File: src/rtl/llc_hc_arbiter.sv
// llc_hc_arbiter: two-port round-robin request arbiter and response router
// in front of the LLC hc_* port. Define LLC_ARB_STATS_EN for per-port grant counters.

module llc_hc_arbiter #(
    parameter int PADDR_BITS = 19,
    parameter int W          = 64,
    parameter int DEPTH      = 4
) (
    input  logic                  clk_in,
    input  logic                  rst_in,
    input  logic                  p0_valid_in,
    output logic                  p0_ready_out,
    input  logic [PADDR_BITS-1:0] p0_addr_in,
    input  logic [W-1:0]          p0_value_in,
    input  logic                  p0_we_in,
    input  logic                  p1_valid_in,
    output logic                  p1_ready_out,
    input  logic [PADDR_BITS-1:0] p1_addr_in,
    input  logic [W-1:0]          p1_value_in,
    input  logic                  p1_we_in,
    output logic                  p0_valid_out,
    input  logic                  p0_ready_in,
    output logic [PADDR_BITS-1:0] p0_addr_out,
    output logic [W-1:0]          p0_value_out,
    output logic                  p1_valid_out,
    input  logic                  p1_ready_in,
    output logic [PADDR_BITS-1:0] p1_addr_out,
    output logic [W-1:0]          p1_value_out,
    output logic                  hc_valid_out,
    input  logic                  hc_ready_in,
    output logic [PADDR_BITS-1:0] hc_addr_out,
    output logic [W-1:0]          hc_value_out,
    output logic                  hc_we_out,
    input  logic                  hc_valid_in,
    output logic                  hc_ready_out,
    input  logic [PADDR_BITS-1:0] hc_addr_in,
    input  logic [W-1:0]          hc_value_in
`ifdef LLC_ARB_STATS_EN
    ,
    output logic [31:0]           p0_grants_out,
    output logic [31:0]           p1_grants_out
`endif
);

    localparam int AW = $clog2(DEPTH);
    localparam logic [AW:0] FULL_CNT = (AW+1)'(DEPTH);

    typedef enum logic [1:0] {
        IDLE,
        ISSUE,
        WAIT_RSP,
        RETURN
    } state_t;

    state_t state, state_nx;
    logic   owner, owner_nx;
    logic   last_grant;
    logic   grant, gnt_port;

    logic [PADDR_BITS-1:0] in_addr  [2];
    logic [W-1:0]          in_value [2];
    logic                  in_we    [2];
    logic                  in_valid [2];

    logic [PADDR_BITS-1:0] mem_addr  [2][DEPTH];
    logic [W-1:0]          mem_value [2][DEPTH];
    logic                  mem_we    [2][DEPTH];

    logic [AW:0] wr_ptr [2];
    logic [AW:0] rd_ptr [2];
    logic [AW:0] count  [2];
    logic        push   [2];
    logic        pop    [2];
    logic        nempty [2];
    logic        fifo_rdy [2];

    logic [PADDR_BITS-1:0] rsp_addr;
    logic [W-1:0]          rsp_value;

    assign in_addr[0]  = p0_addr_in;
    assign in_addr[1]  = p1_addr_in;
    assign in_value[0] = p0_value_in;
    assign in_value[1] = p1_value_in;
    assign in_we[0]    = p0_we_in;
    assign in_we[1]    = p1_we_in;
    assign in_valid[0] = p0_valid_in;
    assign in_valid[1] = p1_valid_in;

    assign p0_ready_out = fifo_rdy[0];
    assign p1_ready_out = fifo_rdy[1];
    assign p0_addr_out  = rsp_addr;
    assign p1_addr_out  = rsp_addr;
    assign p0_value_out = rsp_value;
    assign p1_value_out = rsp_value;

    // FIFO occupancy, ready (held low while in reset) and push qualification
    always_comb begin
        for (int i = 0; i < 2; i++) begin
            count[i]    = wr_ptr[i] - rd_ptr[i];
            nempty[i]   = (count[i] != '0);
            fifo_rdy[i] = !rst_in && (count[i] != FULL_CNT);
            push[i]     = in_valid[i] && fifo_rdy[i];
        end
    end

    // FIFO pointers; wrap modulo 2*DEPTH through the extra MSB
    always_ff @(posedge clk_in or posedge rst_in) begin
        if (rst_in) begin
            for (int i = 0; i < 2; i++) begin
                wr_ptr[i] <= '0;
                rd_ptr[i] <= '0;
            end
        end else begin
            for (int i = 0; i < 2; i++) begin
                if (push[i])
                    wr_ptr[i] <= wr_ptr[i] + 1'b1;
                if (pop[i])
                    rd_ptr[i] <= rd_ptr[i] + 1'b1;
            end
        end
    end

    // FIFO storage; contents are don't-care until pushed
    always_ff @(posedge clk_in) begin
        for (int i = 0; i < 2; i++) begin
            if (push[i]) begin
                mem_addr[i][wr_ptr[i][AW-1:0]]  <= in_addr[i];
                mem_value[i][wr_ptr[i][AW-1:0]] <= in_value[i];
                mem_we[i][wr_ptr[i][AW-1:0]]    <= in_we[i];
            end
        end
    end

    // next-state, round-robin grant and FIFO pop
    always_comb begin
        state_nx = state;
        owner_nx = owner;
        grant    = 1'b0;
        gnt_port = 1'b0;
        unique case (state)
            IDLE: begin
                if (nempty[0] || nempty[1]) begin
                    grant    = 1'b1;
                    gnt_port = (nempty[0] && nempty[1]) ? !last_grant : nempty[1];
                    owner_nx = gnt_port;
                    state_nx = ISSUE;
                end
            end
            ISSUE: begin
                if (hc_ready_in)
                    state_nx = WAIT_RSP;
            end
            WAIT_RSP: begin
                if (hc_valid_in)
                    state_nx = RETURN;
            end
            RETURN: begin
                if (owner ? p1_ready_in : p0_ready_in)
                    state_nx = IDLE;
            end
            default: state_nx = IDLE;
        endcase
        pop[0] = grant && !gnt_port;
        pop[1] = grant && gnt_port;
    end

    // state, issue/response registers and registered handshake outputs
    always_ff @(posedge clk_in or posedge rst_in) begin
        if (rst_in) begin
            state        <= IDLE;
            owner        <= 1'b0;
            last_grant   <= 1'b1;
            hc_addr_out  <= '0;
            hc_value_out <= '0;
            hc_we_out    <= 1'b0;
            rsp_addr     <= '0;
            rsp_value    <= '0;
            hc_valid_out <= 1'b0;
            hc_ready_out <= 1'b0;
            p0_valid_out <= 1'b0;
            p1_valid_out <= 1'b0;
        end else begin
            state <= state_nx;
            owner <= owner_nx;
            if (grant) begin
                last_grant   <= gnt_port;
                hc_addr_out  <= mem_addr[gnt_port][rd_ptr[gnt_port][AW-1:0]];
                hc_value_out <= mem_value[gnt_port][rd_ptr[gnt_port][AW-1:0]];
                hc_we_out    <= mem_we[gnt_port][rd_ptr[gnt_port][AW-1:0]];
            end
            if (state == WAIT_RSP && hc_valid_in) begin
                rsp_addr  <= hc_addr_in;
                rsp_value <= hc_value_in;
            end
            hc_valid_out <= (state_nx == ISSUE);
            hc_ready_out <= (state_nx == WAIT_RSP);
            p0_valid_out <= (state_nx == RETURN) && !owner_nx;
            p1_valid_out <= (state_nx == RETURN) && owner_nx;
        end
    end

`ifdef LLC_ARB_STATS_EN
    // per-port grant counters, wrapping at 2^32
    always_ff @(posedge clk_in or posedge rst_in) begin
        if (rst_in) begin
            p0_grants_out <= '0;
            p1_grants_out <= '0;
        end else if (grant) begin
            if (gnt_port)
                p1_grants_out <= p1_grants_out + 32'd1;
            else
                p0_grants_out <= p0_grants_out + 32'd1;
        end
    end
`endif

endmodule

File: config.mk
export PLATFORM = sky130hd
export DESIGN_NAME = llc_hc_arbiter
export DESIGN_NICKNAME = d
export VERILOG_FILES = /design/src/rtl/llc_hc_arbiter.sv
export SDC_FILE = /design/constraint.sdc
export NUM_CORES = 1
export LEC_CHECK = 0
export CAP_MARGIN = 20
export CORE_ASPECT_RATIO = 1.25
export CORE_MARGIN = 1.5
export CORE_UTILIZATION = 40
export DETAILED_ROUTE_END_ITERATION = 10
export PLACE_DENSITY = 0.74
export SLEW_MARGIN = 0
export SYNTH_ARGS = -nofsm -noshare
export SYNTH_HDL_FRONTEND = slang
export SYNTH_SLANG_ARGS = --single-unit
export TNS_END_PERCENT = 50
File: constraint.sdc
create_clock -name clk_in -period 13.2 [get_ports clk_in]
set_input_delay 3.96 -clock clk_in [delete_from_list [all_inputs] [get_ports clk_in]]
set_output_delay 3.96 -clock clk_in [all_outputs]
set_load 0.02 [all_outputs]
==> run_1/m1.png <==
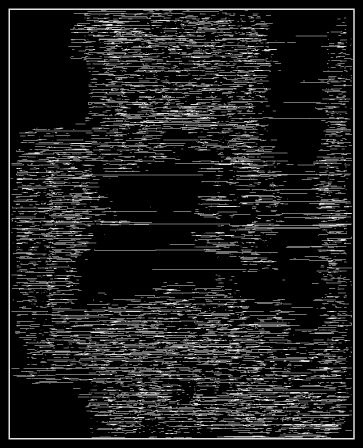
wire length on this layer: 31.2 mm
main direction: horizontal
nets with wire on the layer: 2191

==> run_1/m2.png <==
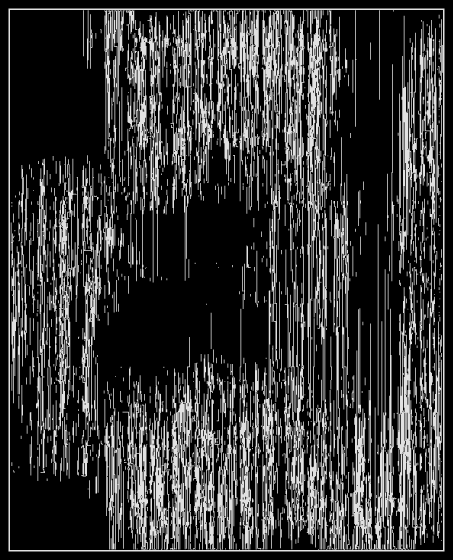
share of all routed wire: 53%
nets with wire on the layer: 2228
wire length on this layer: 47.1 mm
main direction: vertical
longest straight run: 127 µm

==> run_1/m3.png <==
Bar = 100 µm.
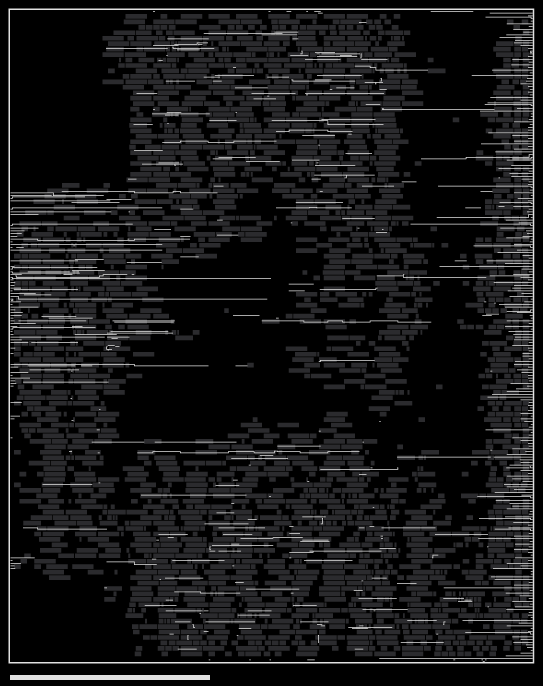
share of all routed wire: 8.0%
longest straight run: 129 µm
main direction: horizontal

-- run 1: per-layer routing --
layer | GRT usage (%) | vias up | share of wire (%)
li1 | - | 7762 | -
met1 | 23.3 | 9562 | 35
met2 | 37.0 | 779 | 53
met3 | 5.24 | 167 | 8.0
met4 | 8.80 | 26 | 4.0
met5 | 0 | - | 0.16
-- run 1: through the flow --
stage | total power, W | worst slack, ps | hold slack [ps] | area (µm²) | util, %
floorplan | 0.00625 | 2270 | 462 | 33300 | -
global placement | 0.00773 | 3660 | 479 | 39000 | 47.1
detailed placement | 0.00781 | 3650 | 484 | 39000 | 47.1
CTS | 0.0103 | 3650 | 500 | 41800 | 50.6
global route | 0.0106 | 3630 | 523 | 41900 | 50.6
finish | 0.0102 | 3590 | 503 | 41900 | 50.6
-- run 1: cell type report --
cell class	instances	area (µm²)
Inverter	10	45.0
Multi-Input combinational cell	667	7370
Timing Repair Buffer	540	5360
Clock inverter	39	448
Tap cell	1080	1350
Antenna cell	13	32.5
Fill cell	6526	40800
Clock buffer	121	2380
Sequential cell	859	24900
-- run 1: sequential cells by signal, summed over array words and instances (netlist names) --
register,cells
mem_value,512
mem_addr,152
hc_value_out,64
p0_value_out,64
hc_addr_out,19
p0_addr_out,19
mem_we,8
rd_ptr,6
wr_ptr,6
state,2
hc_ready_out,1
hc_valid_out,1
hc_we_out,1
last_grant,1
owner,1
p0_valid_out,1
p1_valid_out,1
-- run 1: kinds of logic (layout without fill, tap and decap cells) --
logic type | count (synthesis) | in the layout | synth area share [%]
xor+xnor | 14 | 14 | 0.391
fa+ha+maj | 14 | 14 | 0.526
compound gates | 104 | 104 | 2.43
mux | 254 | 254 | 14.3
other cells | 0 | 13 | 0
simple gates | 281 | 281 | 4.27
flops | 859 | 859 | 74.7
buf+inv | 208 | 710 | 3.43
-- run 1: cells in the mapped netlist, drive strengths merged, types with 3 or more instances --
| cell | number |
|---|---|
| and2 | 9 |
| nor3 | 84 |
| nor2 | 86 |
| ha | 14 |
| nor2b | 3 |
| mux4 | 168 |
| buf | 120 |
| mux2 | 86 |
| xor2 | 5 |
| a211oi | 84 |
| inv | 10 |
| o21ai | 4 |
| dfrtp | 186 |
| nand2 | 10 |
| xnor2 | 9 |
| edfxtp | 672 |
| nor4 | 85 |
| a21oi | 7 |
| clkbuf | 78 |
-- run 1: where the power goes --
group | switching (W) | total (W) | internal [W]
sequential | 0.000420 | 0.00394 | 0.00352
clock | 0.00102 | 0.00243 | 0.00141
combinational | 0.00212 | 0.00380 | 0.00167
total | 0.00357 | 0.0102 | 0.00660
-- run 1: worst max-delay path, stage by stage --
cell and delay [ps]:
clkdlybuf4s50_1 560, a21oi_1 430, clkdlybuf4s50_1 690
==> impl_metrics.ini, run 1 <==
; generated from flow reports
[worst_hold_path]
min_delay_path_depth = 1
hold_start = rd_ptr[2]$_DFFE_PP0P_
hold_end = rd_ptr[2]$_DFFE_PP0P_
hp-class = reg -> reg

[critical_path]
crit_type = in -> out
crit_end = p1_ready_out
rr_endpoint = mem_addr[0][64]$_DFFE_PP_
reg2reg_slack_ps = 8910
path_max_fanout = 3
end_kind = output pin
cp.arrival_ps = 5650
rr_worst_depth = 6

[logic_synthesis]
netlist-cell-type-count = 39
ys_seq_share_pct = 74.7
yosys_warnings = 0
synth.cell_area_um2 = 33300
synthCells = 1734
ff_type = edfxtp_1
ys_cells = 1734
top_cells_by_area = edfxtp_1 (61%), dfrtp_1 (14%), mux4_2 (11%), mux2_2 (2.9%), buf_4 (1.9%)
top_cell_area_share_pct = 60.6

[routing]
dr.pass1.iters = 5
drc = 0
detail-route-antenna-nets = 0

[floorplanning]
initCoreUtil_pct = 40.3
ios = 515
chipWidth_um = 261
fp.dieArea_um2 = 85000

[cells_and_area]
final-instance-count-excl-fill = 3329
area_growth_syn_to_layout_pct = 25.8

[power]
powerDensity_nw_per_um2 = 243
peakVddDrop_mv = 0.191
p_leak_nw = 14.0

[global_route]
overflow = 0
grt_max_degree = 75
grt_pass1_vias = 19188
grt_pass1_wl_um = 128000
grt_usage_pct = 20.7

[final_timing]
final_hold_viol_count = 0
post-route-period-util_pct = 72.8
setup_viol = 0

[job]
tool_warnings = 32
cap_violations = 0

[clock_tree]
cts_setup_buffers = 0
cts_tree = done
cts.sinks = 859
hold_buffers = 0

[status]
outcome = finished clean

[placement]
portBuffers = 514
dp.cells = 3155
globalplace.congestion = 0.782
--- run 2 (diff from run 1) ---
==> constraint.sdc (replaced) <==
create_clock -name clk_in -period 10 [get_ports clk_in]
set_input_delay 3 -clock clk_in [delete_from_list [all_inputs] [get_ports clk_in]]
set_output_delay 3 -clock clk_in [all_outputs]
set_load 0.02 [all_outputs]
==> run_2/congestion_map.png <==
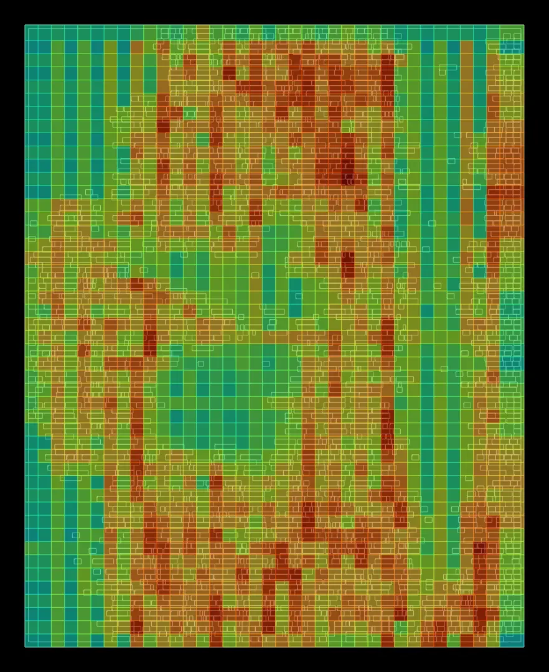
routed len/inst: 26.8 µm
Util after Layout: 50.6%
GRT met3 Usage: 5.55%
gr busiest metal: met2
GR Util met1: 22.8%

==> run 2 against run 1 <==
Effect of this change: core utilization about the same; non-clock buffer count up 2; first-iteration DRC count increased by 5.0%; via count decreased by 1.2%; register-to-register slack got worse by 3200 ps; clock-buffer cell count rose by 5; worst hold slack worse by 7.1 ps; critical path type unchanged.
==> impl_metrics.ini, run 2 <==
; generated from flow reports
[status]
outcome = finished clean

[cells_and_area]
final-instance-count-excl-fill = 3338
regArea_um2 = 24900
fill_cells = 6555
largest_reg_flops = 512
area_growth_syn_to_layout_pct = 25.8
logic_area_um2 = 7370

[logic_synthesis]
yosys_warnings = 0
top_cells_by_count = edfxtp_1 (672), dfrtp_1 (186), mux4_2 (168)
ys_area_um2 = 33300
ff_type = edfxtp_1
netlist-cell-type-count = 39
synth.cell_area_um2 = 33300
ys_cells = 1734
top_cell_area_share_pct = 60.6
synthMostInstantiatedCell = edfxtp_1
synth.avg_cell_area_um2 = 19.2
top_cells_by_area = edfxtp_1 (61%), dfrtp_1 (14%), mux4_2 (11%), mux2_2 (2.9%), buf_4 (1.9%)
ys_seq_share_pct = 74.7
synthCells = 1734

[clock_tree]
cts_setup_buffers = 0
cts-root-buf = clkbuf_16
clk_pin_slew_worst_paths_ps = 60
cts_tree = done
cts.sinks = 859
hold_buffers = 0

[critical_path]
cpMostUsedCell = clkdlybuf4s50_1
cp.required_ps = 7000
critPathMaxStageDelay_ps = 700
path_max_fanout = 3
cp_top_family = buffers and inverters
crit_type = in -> out
crit_path_top_delay_cell = clkdlybuf4s50_1
end_kind = output pin
path_cells = clkdlybuf4s50_1, a21oi_1, clkdlybuf4s50_1
cp.arrival_ps = 4640
crit_buf_inv = 2

[routing]
detail-route-antenna-nets = 0
drc = 0
viasPerCell = 5.41
dr.pass1.iters = 5

[power]
switching_power_w = 0.00469
pwr-share-comb_pct = 37.4
clock_power_share_pct = 23.9
p_leak_nw = 14.0
powerDensity_nw_per_um2 = 320
power_switching_share_pct = 35.1
peakVddDrop_mv = 0.181
seqPwrFrac_pct = 38.7
p_int_w = 0.00869

[final_timing]
max_freq_mhz = 131
setup_viol = 0
worstMarginPinSlew_ps = 1030
fin_ws_ps = 2360
post-route-period-util_pct = 76.4
final_hold_viol_count = 0
maxSlewViolCount = 0

[placement]
globalplace.congestion = 0.780
portBuffers = 514
dp_slack_ps = 2400
hpwlAfterDp_um = 58200
dp.cells = 3158

[global_route]
grt_pass1_wl_um = 129000
gr-usage-met2_pct = 38.1
grt_usage_pct = 21.0
overflow = 0
antenna_found_initial = 35
grt_pass1_vias = 18999
grt_max_degree = 82

[floorplanning]
ios = 515
initCoreUtil_pct = 40.3
chipWidth_um = 261
fp.dieArea_um2 = 85000
die_h_um = 326

[job]
cap_violations = 0
tool_warnings = 32

[worst_hold_path]
hp-class = reg -> reg
==> run_2/m2.png <==
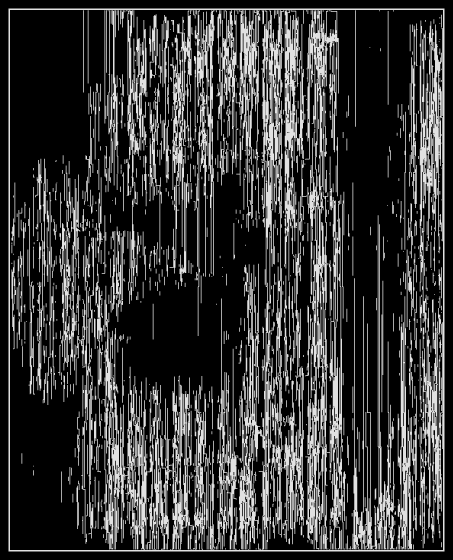
wire length on this layer: 48.4 mm
longest straight run: 163 µm
main direction: vertical
nets with wire on the layer: 2228
share of all routed wire: 54%

## run 2: cell counts after synthesis
Identical to the previous run, type by type.
## run 2: cells by family (layout without fill, tap and decap cells)
| family | count (synthesis) | after routing | share of synthesized area [%] |
|---|---|---|---|
| buffers and inverters | 208 | 712 | 3.43 |
| XOR/XNOR | 14 | 14 | 0.391 |
| AND/OR/NAND/NOR | 281 | 281 | 4.27 |
| flip-flops | 859 | 859 | 74.7 |
| other | 0 | 20 | 0 |
| adder cells (fa/ha/maj) | 14 | 14 | 0.526 |
| multiplexers | 254 | 254 | 14.3 |
| AND-OR/OR-AND | 104 | 104 | 2.43 |
## run 2: through the flow
stage	area [µm²]	power (W)	hold WS, ps
after detailed placement	39000	0.0103	485
after CTS	41800	0.0135	498
after global placement	39000	0.0102	482
after floorplan	33300	0.00825	462
after global routing	41900	0.0140	506
final	41900	0.0134	496
## run 2: worst reg2reg max path, stage by stage, from the launching register on
cell,delay [ps]
dfrtp_4,880
inv_1,130
ha_1,210
nor2b_1,200
xnor2_1,250
nor2_4,130
buf_4,480
or3_4,580
buf_4,830
mux2_1,450
## run 2: final timing paths
path	slack [ps]	start	cells past startpoint	end
worst max-delay path	2360	rst_in	3	p1_ready_out
max in group asynchronous	5630	rst_in	3	rd_ptr[0]$_DFFE_PP0P_
worst min-delay path	500	wr_ptr[2]$_DFFE_PP0P_	1	wr_ptr[2]$_DFFE_PP0P_
worst max register to register	5750	rd_ptr[1]$_DFFE_PP0P_	9	rd_ptr[1]$_DFFE_PP0P_
min in group asynchronous	2900	rst_in	2	hc_value_out[48]$_DFFE_PP0N_
worst min register to register	500	wr_ptr[2]$_DFFE_PP0P_	1	wr_ptr[2]$_DFFE_PP0P_
## run 2: routing by layer
layer  vias up  part of all wire [%]
met2       742                    54
met4        36                   4.0
li1       7774                     -
met3       178                   7.7
met1      9343                    34
met5         -                  0.25
## run 2: final cells by class
type                       count  area share [%]
sequential                   859            59.4
multi-input combinational    667            17.6
timing repair buffer         542            12.8
clock buffer                 126            5.81
tap                         1080            3.23
clock inverter                34           0.929
antenna                       20           0.120
inverter                      10           0.108
## run 2: power groups by stage
stage / Sequential (W) / Combinational (W) / Clock (W)
3_3_place_gp: 0.00521 / 0.00501 / 0
5_1_grt: 0.00525 / 0.00531 / 0.00341
4_1_cts: 0.00520 / 0.00507 / 0.00326
3_5_place_dp: 0.00526 / 0.00506 / 0
6_report: 0.00518 / 0.00500 / 0.00320
2_1_floorplan: 0.00543 / 0.00282 / 0
--- run 3 (diff from run 2) ---
--- a/config.mk
+++ b/config.mk
@@ -10,7 +10,7 @@
 export CORE_MARGIN = 1.5
 export CORE_UTILIZATION = 40
 export DETAILED_ROUTE_END_ITERATION = 10
-export PLACE_DENSITY = 0.74
+export PLACE_DENSITY = 0.77
 export SLEW_MARGIN = 0
 export SYNTH_ARGS = -nofsm -noshare
 export SYNTH_HDL_FRONTEND = slang
==> constraint.sdc (replaced) <==
create_clock -name clk_in -period 6.25 [get_ports clk_in]
set_input_delay 1.875 -clock clk_in [delete_from_list [all_inputs] [get_ports clk_in]]
set_output_delay 1.875 -clock clk_in [all_outputs]
set_load 0.02 [all_outputs]
==> run_3/m3.png <==
Bar = 100 µm.
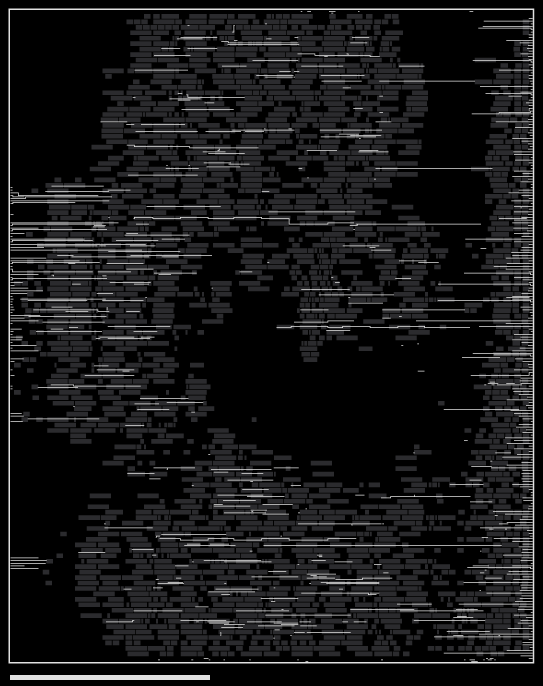
nets with wire on the layer: 437
wire length on this layer: 7490 µm
main direction: horizontal

==> run 3 against run 2 <==
Effect of this change: cell area is 0.13% higher; sequential share of layout area decreased by 0.078 points; routed wire length up 1.8%; sequential power increased by 61%; core utilization is 0.067 points higher; clock power up 58%; synthesized cell count unchanged; critical path depth is the same; via count rose by 1.4%; combinational power rose by 63%; largest cell class unchanged.
==> impl_metrics.ini, run 3 <==
; generated from flow reports
[floorplanning]
chipWidth_um = 261
ios = 515
initCoreUtil_pct = 40.3
fp.dieArea_um2 = 85000

[critical_path]
critPathMaxStageDelay_ps = 900
cpMostUsedCell = clkdlybuf4s50_1
cp_top_family = buffers and inverters
crit_buf_inv = 2
cp.required_ps = 4380
crit_type = in -> out
startpoint_type = primary input
path_max_fanout = 3
crit_path_top_delay_cell = clkdlybuf4s50_1
path_cells = clkdlybuf4s50_1, a21oi_1, clkdlybuf4s50_1
end_kind = output pin

[logic_synthesis]
floorplan.nets = 2007
yosys_warnings = 0
top_cell_area_share_pct = 60.6
synth.avg_cell_area_um2 = 19.2
ff_type = edfxtp_1
synthCells = 1734
top_cells_by_area = edfxtp_1 (61%), dfrtp_1 (14%), mux4_2 (11%), mux2_2 (2.9%), buf_4 (1.9%)
synthMostInstantiatedCell = edfxtp_1
ys_area_um2 = 33300
ys_cells = 1734
top_cells_by_count = edfxtp_1 (672), dfrtp_1 (186), mux4_2 (168)
netlist-cell-type-count = 39
ys_seq_share_pct = 74.7
post-synth-top-area-cell = edfxtp_1
synth.cell_area_um2 = 33300

[routing]
wl_per_cell_um = 27.4
dr.pass1.iters = 5
detail-route-antenna-nets = 0
drc = 0
viasPerCell = 5.51

[clock_tree]
cts_resized = 0
cts.sinks = 859
hold_buffers = 0
cts_tree = done
cts_setup_buffers = 0
clk_pin_slew_worst_paths_ps = 60
cts-root-buf = clkbuf_16

[cells_and_area]
logic_area_um2 = 7370
regArea_um2 = 24900
drive_gt1_share_pct = 19.9
stdcell_area_um2 = 41900
fill_cells = 6512
area_growth_syn_to_layout_pct = 25.9

[power]
clock_power_share_pct = 23.5
p_leak_nw = 14.0
powerDensity_nw_per_um2 = 514
power_switching_share_pct = 35.4
pwr-share-comb_pct = 37.8
switching_power_w = 0.00762
peakVddDrop_mv = 0.438
seqPwrFrac_pct = 38.7
p_int_w = 0.0139

[final_timing]
post-route-period-util_pct = 88.5
max_freq_mhz = 181
worstMarginPinSlew_ps = 1120
setup_viol = 0
hold_ws_ps = 491

[placement]
dpl_cell_area_um2 = 39100
globalplace.congestion = 0.892
hpwlAfterDp_um = 57700
portBuffers = 514

[global_route]
grt_usage_pct = 21.3
grt_pass1_vias = 19008
antenna_found_initial = 27
overflow = 0
grt_pass1_wl_um = 131000
grt_max_degree = 85

[job]
cap_violations = 0
tool_warnings = 33

[worst_hold_path]
hp-class = reg -> reg

[status]
outcome = finished clean
==> run_3/m2.png <==
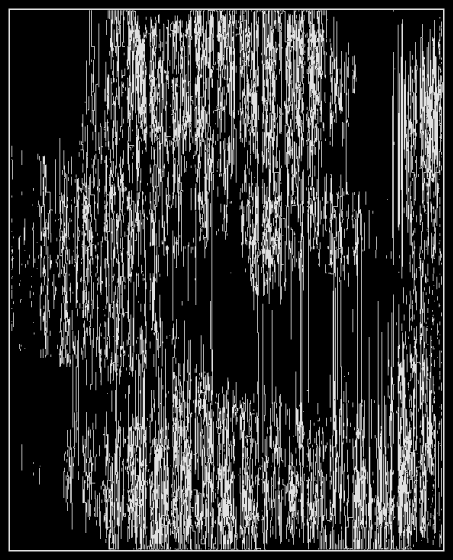
nets with wire on the layer: 2201
main direction: vertical
longest straight run: 154 µm
share of all routed wire: 52%
wire length on this layer: 47.3 mm

[run 3: stage by stage]
step	total power, W	utilization [%]	setup TNS (ps)	setup WS [ps]	std cells
final	0.0216	50.7	0	716	3327
after global routing	0.0225	50.7	0	577	3327
after CTS	0.0217	50.6	0	657	3311
after detailed placement	0.0166	47.3	0	662	3160
after global placement	0.0165	47.3	0	680	3160
after floorplan	0.0132	-	-9800	-19.4	1734
[run 3: worst paths after layout]
path / from / to / slack (ps) / depth (start not counted)
setup / recovery: rst_in / p0_ready_out / 720 / 3
hold / removal: wr_ptr[2]$_DFFE_PP0P_ / wr_ptr[2]$_DFFE_PP0P_ / 490 / 1
setup reg to reg: rd_ptr[3]$_DFFE_PP0P_ / hc_value_out[61]$_DFFE_PP0N_ / 2600 / 8
hold reg to reg: wr_ptr[2]$_DFFE_PP0P_ / wr_ptr[2]$_DFFE_PP0P_ / 490 / 1
max in group asynchronous: rst_in / rd_ptr[1]$_DFFE_PP0P_ / 2930 / 5
min in group asynchronous: rst_in / hc_addr_out[16]$_DFFE_PP0N_ / 1720 / 3
[run 3: power by group through the flow]
| stage | Sequential, W | Combinational, W | Clock, W |
|---|---|---|---|
| after floorplan | 0.00866 | 0.00451 | 0 |
| after global placement | 0.00838 | 0.00808 | 0 |
| after detailed placement | 0.00846 | 0.00818 | 0 |
| after CTS | 0.00836 | 0.00823 | 0.00516 |
| after global routing | 0.00845 | 0.00863 | 0.00539 |
| final | 0.00835 | 0.00814 | 0.00506 |
[run 3: final cells by class]
class / count / share of cell area [%]
Tap cell: 1080 / 3.22
Antenna cell: 14 / 0.0836
Inverter: 10 / 0.0985
Clock buffer: 104 / 5.36
Sequential cell: 859 / 59.3
Multi-Input combinational cell: 667 / 17.6
Clock inverter: 47 / 1.20
Timing Repair Buffer: 546 / 13.1
[run 3: worst reg2reg max path, cell delays in order (launching register included)]
cell and delay (ps):
dfrtp_4 770, ha_1 240, nor2b_1 230, xor2_1 510, a21oi_4 120, buf_4 300, buf_4 450, nor4_1 760
a211oi_1 110
[run 3: logic make-up after synthesis]
kind of cell | after synthesis | synth area share, %
buffers and inverters | 208 | 3.43
flip-flops | 859 | 74.7
AND/OR/NAND/NOR | 281 | 4.27
multiplexers | 254 | 14.3
adder cells (fa/ha/maj) | 14 | 0.526
XOR/XNOR | 14 | 0.391
AND-OR/OR-AND | 104 | 2.43
[run 3: routing by layer]
layer  wire length [µm]  vias to the layer above  part of all wire (%)  global-route usage, %
met2              47300                      881                    52                   37.1
met3               7490                      170                   8.2                   4.92
met5                117                        -                  0.13                      0
met1              32300                     9521                    35                   24.7
met4               3960                       20                   4.3                   9.87
li1                   -                     7742                     -                      -
Power is estimated from default activity; no workload was simulated.
